Congestion heat map:
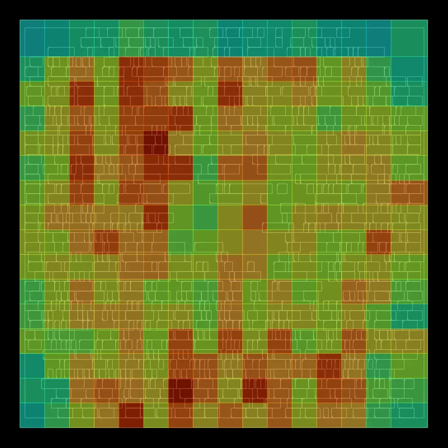
Layout detail:
Window x 42 to 72, y 65 to 95 um. Cells in grey, sequential cells in the stronger grey; small squares are vias.
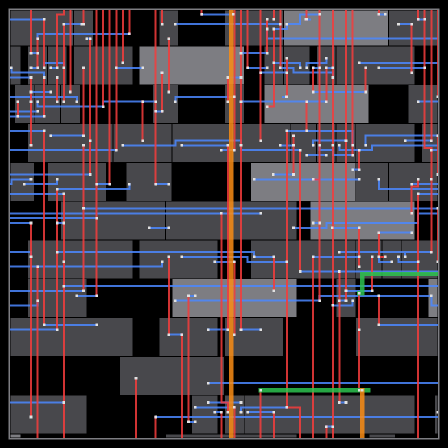
Wiring by layer:
Scale: 3 px per um. Two of the layers only.
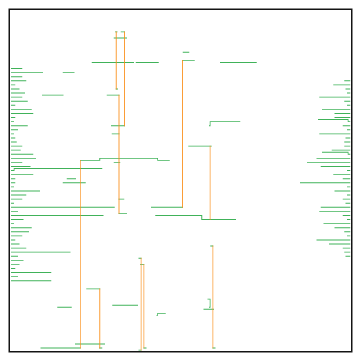
===== src/rtl/pre_adder_pkg.sv =====
// pre_adder_pkg: shared widths, mode encodings and stage record for the pre-adder input stage
package pre_adder_pkg;
    localparam int AY_W = 27;
    localparam int AZ_W = 26;
    localparam int BY_W = 19;
    localparam int BZ_W = 18;
    localparam int PK_W = 37;
    localparam int Y0_W = 19;
    localparam int Z0_W = 18;
    localparam logic MODE_DUAL   = 1'b0;
    localparam logic MODE_SINGLE = 1'b1;
    typedef struct packed {
        logic [AY_W-1:0] y;
        logic [AZ_W-1:0] z;
        logic [BY_W-1:0] by;
        logic [BZ_W-1:0] bz;
        logic            mode;
        logic            valid;
    } stage_t;
endpackage


===== src/rtl/pre_adder_operand_reg.sv =====
// pre_adder_operand_reg: one operand register stage with rst/clr/ena priority
module pre_adder_operand_reg
    import pre_adder_pkg::*;
(
    input  logic   clk,
    input  logic   rst,
    input  logic   clr,
    input  logic   ena,
    input  stage_t d,
    output stage_t q
);
    always_ff @(posedge clk) begin
        if (rst || clr)
            q <= '0;
        else if (ena)
            q <= d;
    end
endmodule


===== src/rtl/pre_adder_input_stage.sv =====
// pre_adder_input_stage: registers Y/Z operands with mode and packs them into the pre-adder words
module pre_adder_input_stage
    import pre_adder_pkg::*;
#(
    parameter bit INPUT_REG_EN = 1'b1,
    parameter bit DELAY_REG_EN = 1'b0
) (
    input  logic            clk,
    input  logic            rst,
    input  logic            ena,
    input  logic            clr,
    input  logic            mode_in,
    input  logic            valid_in,
    input  logic            use_scanin,
    input  logic [AY_W-1:0] ay_in,
    input  logic [AZ_W-1:0] az_in,
    input  logic [BY_W-1:0] by_in,
    input  logic [BZ_W-1:0] bz_in,
    input  logic [AY_W-1:0] scanin,
    output logic [PK_W-1:0] IN1,
    output logic [PK_W-1:0] IN2,
    output logic            mode_out,
    output logic            valid_out,
    output logic [AY_W-1:0] scanout
);
    logic [AY_W-1:0] ysel;
    stage_t d, s1, s2;
    assign ysel = use_scanin ? scanin : ay_in;
    // dual mode drops the unused upper operand bits before they are registered
    assign d = '{
        y:     (mode_in == MODE_SINGLE) ? ysel : {{(AY_W-Y0_W){1'b0}}, ysel[Y0_W-1:0]},
        z:     (mode_in == MODE_SINGLE) ? az_in : {{(AZ_W-Z0_W){1'b0}}, az_in[Z0_W-1:0]},
        by:    by_in,
        bz:    bz_in,
        mode:  mode_in,
        valid: valid_in
    };
    generate
        if (INPUT_REG_EN) begin : g_s1
            pre_adder_operand_reg u_s1 (.clk(clk), .rst(rst), .clr(clr), .ena(ena), .d(d), .q(s1));
        end else begin : g_s1_wire
            assign s1 = d;
        end
        if (DELAY_REG_EN) begin : g_s2
            pre_adder_operand_reg u_s2 (.clk(clk), .rst(rst), .clr(clr), .ena(ena), .d(s1), .q(s2));
        end else begin : g_s2_wire
            assign s2 = s1;
        end
    endgenerate
    assign scanout   = s1.y;
    assign mode_out  = s2.mode;
    assign valid_out = s2.valid;
    // single mode splits Z: low 10 bits ride above Y, the rest go to IN2 in split-carry order
    assign IN1 = (s2.mode == MODE_SINGLE) ? {s2.z[9:0], s2.y} : {s2.z[Z0_W-1:0], s2.y[Y0_W-1:0]};
    assign IN2 = (s2.mode == MODE_SINGLE) ? {21'b0, s2.z[AZ_W-1:10]} : {s2.bz, s2.by};
endmodule


===== config.mk =====
export PLATFORM = sky130hd
export DESIGN_NAME = pre_adder_input_stage
export DESIGN_NICKNAME = d
export VERILOG_FILES = /design/src/rtl/pre_adder_pkg.sv /design/src/rtl/pre_adder_operand_reg.sv /design/src/rtl/pre_adder_input_stage.sv
export SDC_FILE = /design/constraint.sdc
export NUM_CORES = 1
export LEC_CHECK = 0
export ABC_AREA = 1
export CAP_MARGIN = 40
export CORE_MARGIN = 1
export CORE_UTILIZATION = 37
export CTS_CLUSTER_DIAMETER = 120
export DETAILED_ROUTE_END_ITERATION = 8
export GPL_TIMING_DRIVEN = 0
export HOLD_SLACK_MARGIN = 0.15
export PLACE_DENSITY = 0.77
export SLEW_MARGIN = 20
export SYNTH_ARGS = -nofsm -noshare
export SYNTH_HDL_FRONTEND = slang
export SYNTH_SLANG_ARGS = --single-unit

===== constraint.sdc =====
create_clock -name clk -period 1.2 [get_ports clk]
set_input_delay 0.36 -clock clk [delete_from_list [all_inputs] [get_ports clk]]
set_output_delay 0.36 -clock clk [all_outputs]
set_load 0.02 [all_outputs]

==> results_slide.txt <==
Key Metrics from the Run

Worst setup path
  • Worst path slowest cell: dfxtp_4
  • Crit path required time: ~0.84 ns
  • Worst Path Buf+Inv: 4
  • Levels on crit path: 6
  • Setup crit end kind: output pin
  • Crit-path max FO: 6
  • Worst r2r dst: g_s1.u_s1.q[1]
  • Reg2reg start: g_s1.u_s1.q[1]
  • CP startpoint: g_s1.u_s1.q[1]
  • Critical-path cell list: buf_12 -> buf_12 -> buf_6 -> nor2_4 -> a21oi_4 -> buf_6
  • Startpoint types: flop
  • Delay-heaviest family, CP: buffers and inverters

Synth
  • Synthesized Nets: 795
  • Yosys cell count: about 670
  • Yosys chip area: approximately 4600 sq um
  • Average footprint of a synthesized cell: 6.88 sq um
  • Post-synth EDFFs: 0
  • YS warnings: 0
  • Adders+Majority by Area: 0%
  • Cell area leaders: dfxtp_1 40%, nand2_1 18%, buf_4 9.4%, a21oi_1 8.9%, inv_1 5.3%
  • AO/OA Area Share: 9.86%
  • Post-synth seq share: 39.9%
  • Area leader share: 39.9%
  • Gate Count Post-Synth: 671
  • Synthesized flop and latch total: 92
  • Post-synth top flop: dfxtp_1
  • Library cells used by synthesis: 16
  • Xor+xnor area frac: 0%
  • Ys async rst share: 0%
  • Count leader, synth: nand2_1
  • Synth cell count leaders: 220 x nand2_1, 92 x dfxtp_1, 82 x a21oi_1

Finish
  • Top Layout Cells: 220 x nand2_1, 151 x buf_6, 119 x clkdlybuf4s50_1
  • FF+latch area: 1880 sq um
  • Largest register FFs: ~92
  • Share of cells above drive strength 1: 34.8%
  • Fill count: 992
  • Signal inverters: between 60 and 70
  • Most used logic cell in the final layout: nand2_1
  • Sequential cells: about 92
  • # diodes: 0
  • Top class by area: buffers
  • Register fraction of the total cell area: 22.1%
  • Layout non-clock buf frac: 41.6%
  • Fin cells: 1,092
  • Clock buffers: 10
  • Biggest register: g_s1.u_s1.q
  • Final Cell Area: 8530 sq um
  • Non-clk bufs: 325
  • Comb area share: a little over a quarter
  • Largest regs: g_s1.u_s1.q: 92 flops
  • Clock-cell share of area: 3.89%
  • Fin nets: 1,043

Floorplanning
  • Die y size: 114 um
  • # Taps: ~170
  • Starting density of the core: 38.1%
  • Chip Area: 12,900 sq um
  • Row Count: roughly 40
  • Boundary Pins: 227

Final timing
  • Setup ws final: -0.591 ns
  • Slew headroom: 84.9%
  • Min Hold Slack: roughly 0.39 ns
  • Clock Skew: 0 ns
  • Fin crit period: between 1.5 and 2 ns
  • Max Clk Rate: around 560 MHz
  • Finish-stage setup viols: 102
  • Worst slew pin tran: between 0.2 and 0.25 ns
  • Final Slew Violations: 0

Routing
  • Metal-1 WL: between 6 and 7 mm
  • Top sig layer: met4
  • DRT Pass-1 Iters: 5
  • Post-detailed-route count of antenna-violating nets: 0
  • Vias: 4,976
  • Routed met2 length: approximately 7.9 mm
  • Via density: 4.56
  • Final WL: 15.5 mm

Clocking
  • Root buf cell: clkbuf_16
  • Num CTS Buffers: 9
  • CTS tree: yes
  • Post-CTS setup buffers: 8
  • Hold_buf cts: 0
  • Clk pin slew, worst setup/hold paths: 0.07 ns
  • Clock Latency Late Sink: 0.33 ns
  • CTS HTree Levels: 3
  • Max Root-Sink Buffers: 2

Power and ir drop
  • Leak: around 3.8 nW
  • Power density over the cells: 968 nW/um^2
  • Sequential share of power: 39.2%
  • Switching share of power: about a quarter
  • Sequential power: between 0.003 and 0.004 W
  • Clk pwr: 0.00318 W
  • P_int: 0.00611 W
  • Comb pwr share: ~22%
  • Sw Pwr: 0.00215 W
  • Largest power group: sequential cells

Hold path
  • Min-delay src: use_scanin
  • Hold Crit Class: input port to flop
  • Hold Crit Depth: 4

Outcome
  • Status: complete, but fails checks
  • Failing checks: setup timing

Global route
  • Antenna violations before repair: 0
  • Total grt overflow: 0
  • Vias in the first global route: ~4,700
  • First-pass GRT wire length: 23.3 mm
  • Met1 usage: 28.3%
  • Pin count of the biggest net entering global routing: 17

Placed design
  • Pre-CTS setup slack: -0.729 ns
  • Placed cells: around 1,100
  • Placer Congestion: 0.830

Job
  • Max_cap viols: 0
  • Log Warnings: 29
Back to the opening pictures, 'congestion heat map':
met3 usage in global routing: 4.25%
Core Util, Final: 70.4%
total track usage: 23.2%
global route hottest layer: met2
GR Layer Usage met2: 41.2%

Back to the opening pictures, 'layout detail':
[green] M3
[orange] M4
[red] M2
[blue] M1
cells with their middle in the window: 55
netlist names of flops here include: g_s1.u_s1.q (6)
sequential cells in the window: 6
most frequent: nand2_1 (13), buf_6 (11)

Back to the opening pictures, 'wiring by layer':
[green] M3 | wire length: 753 um
[orange] M4 | wire length: 338 um

Power is estimated from default activity; no workload was simulated.
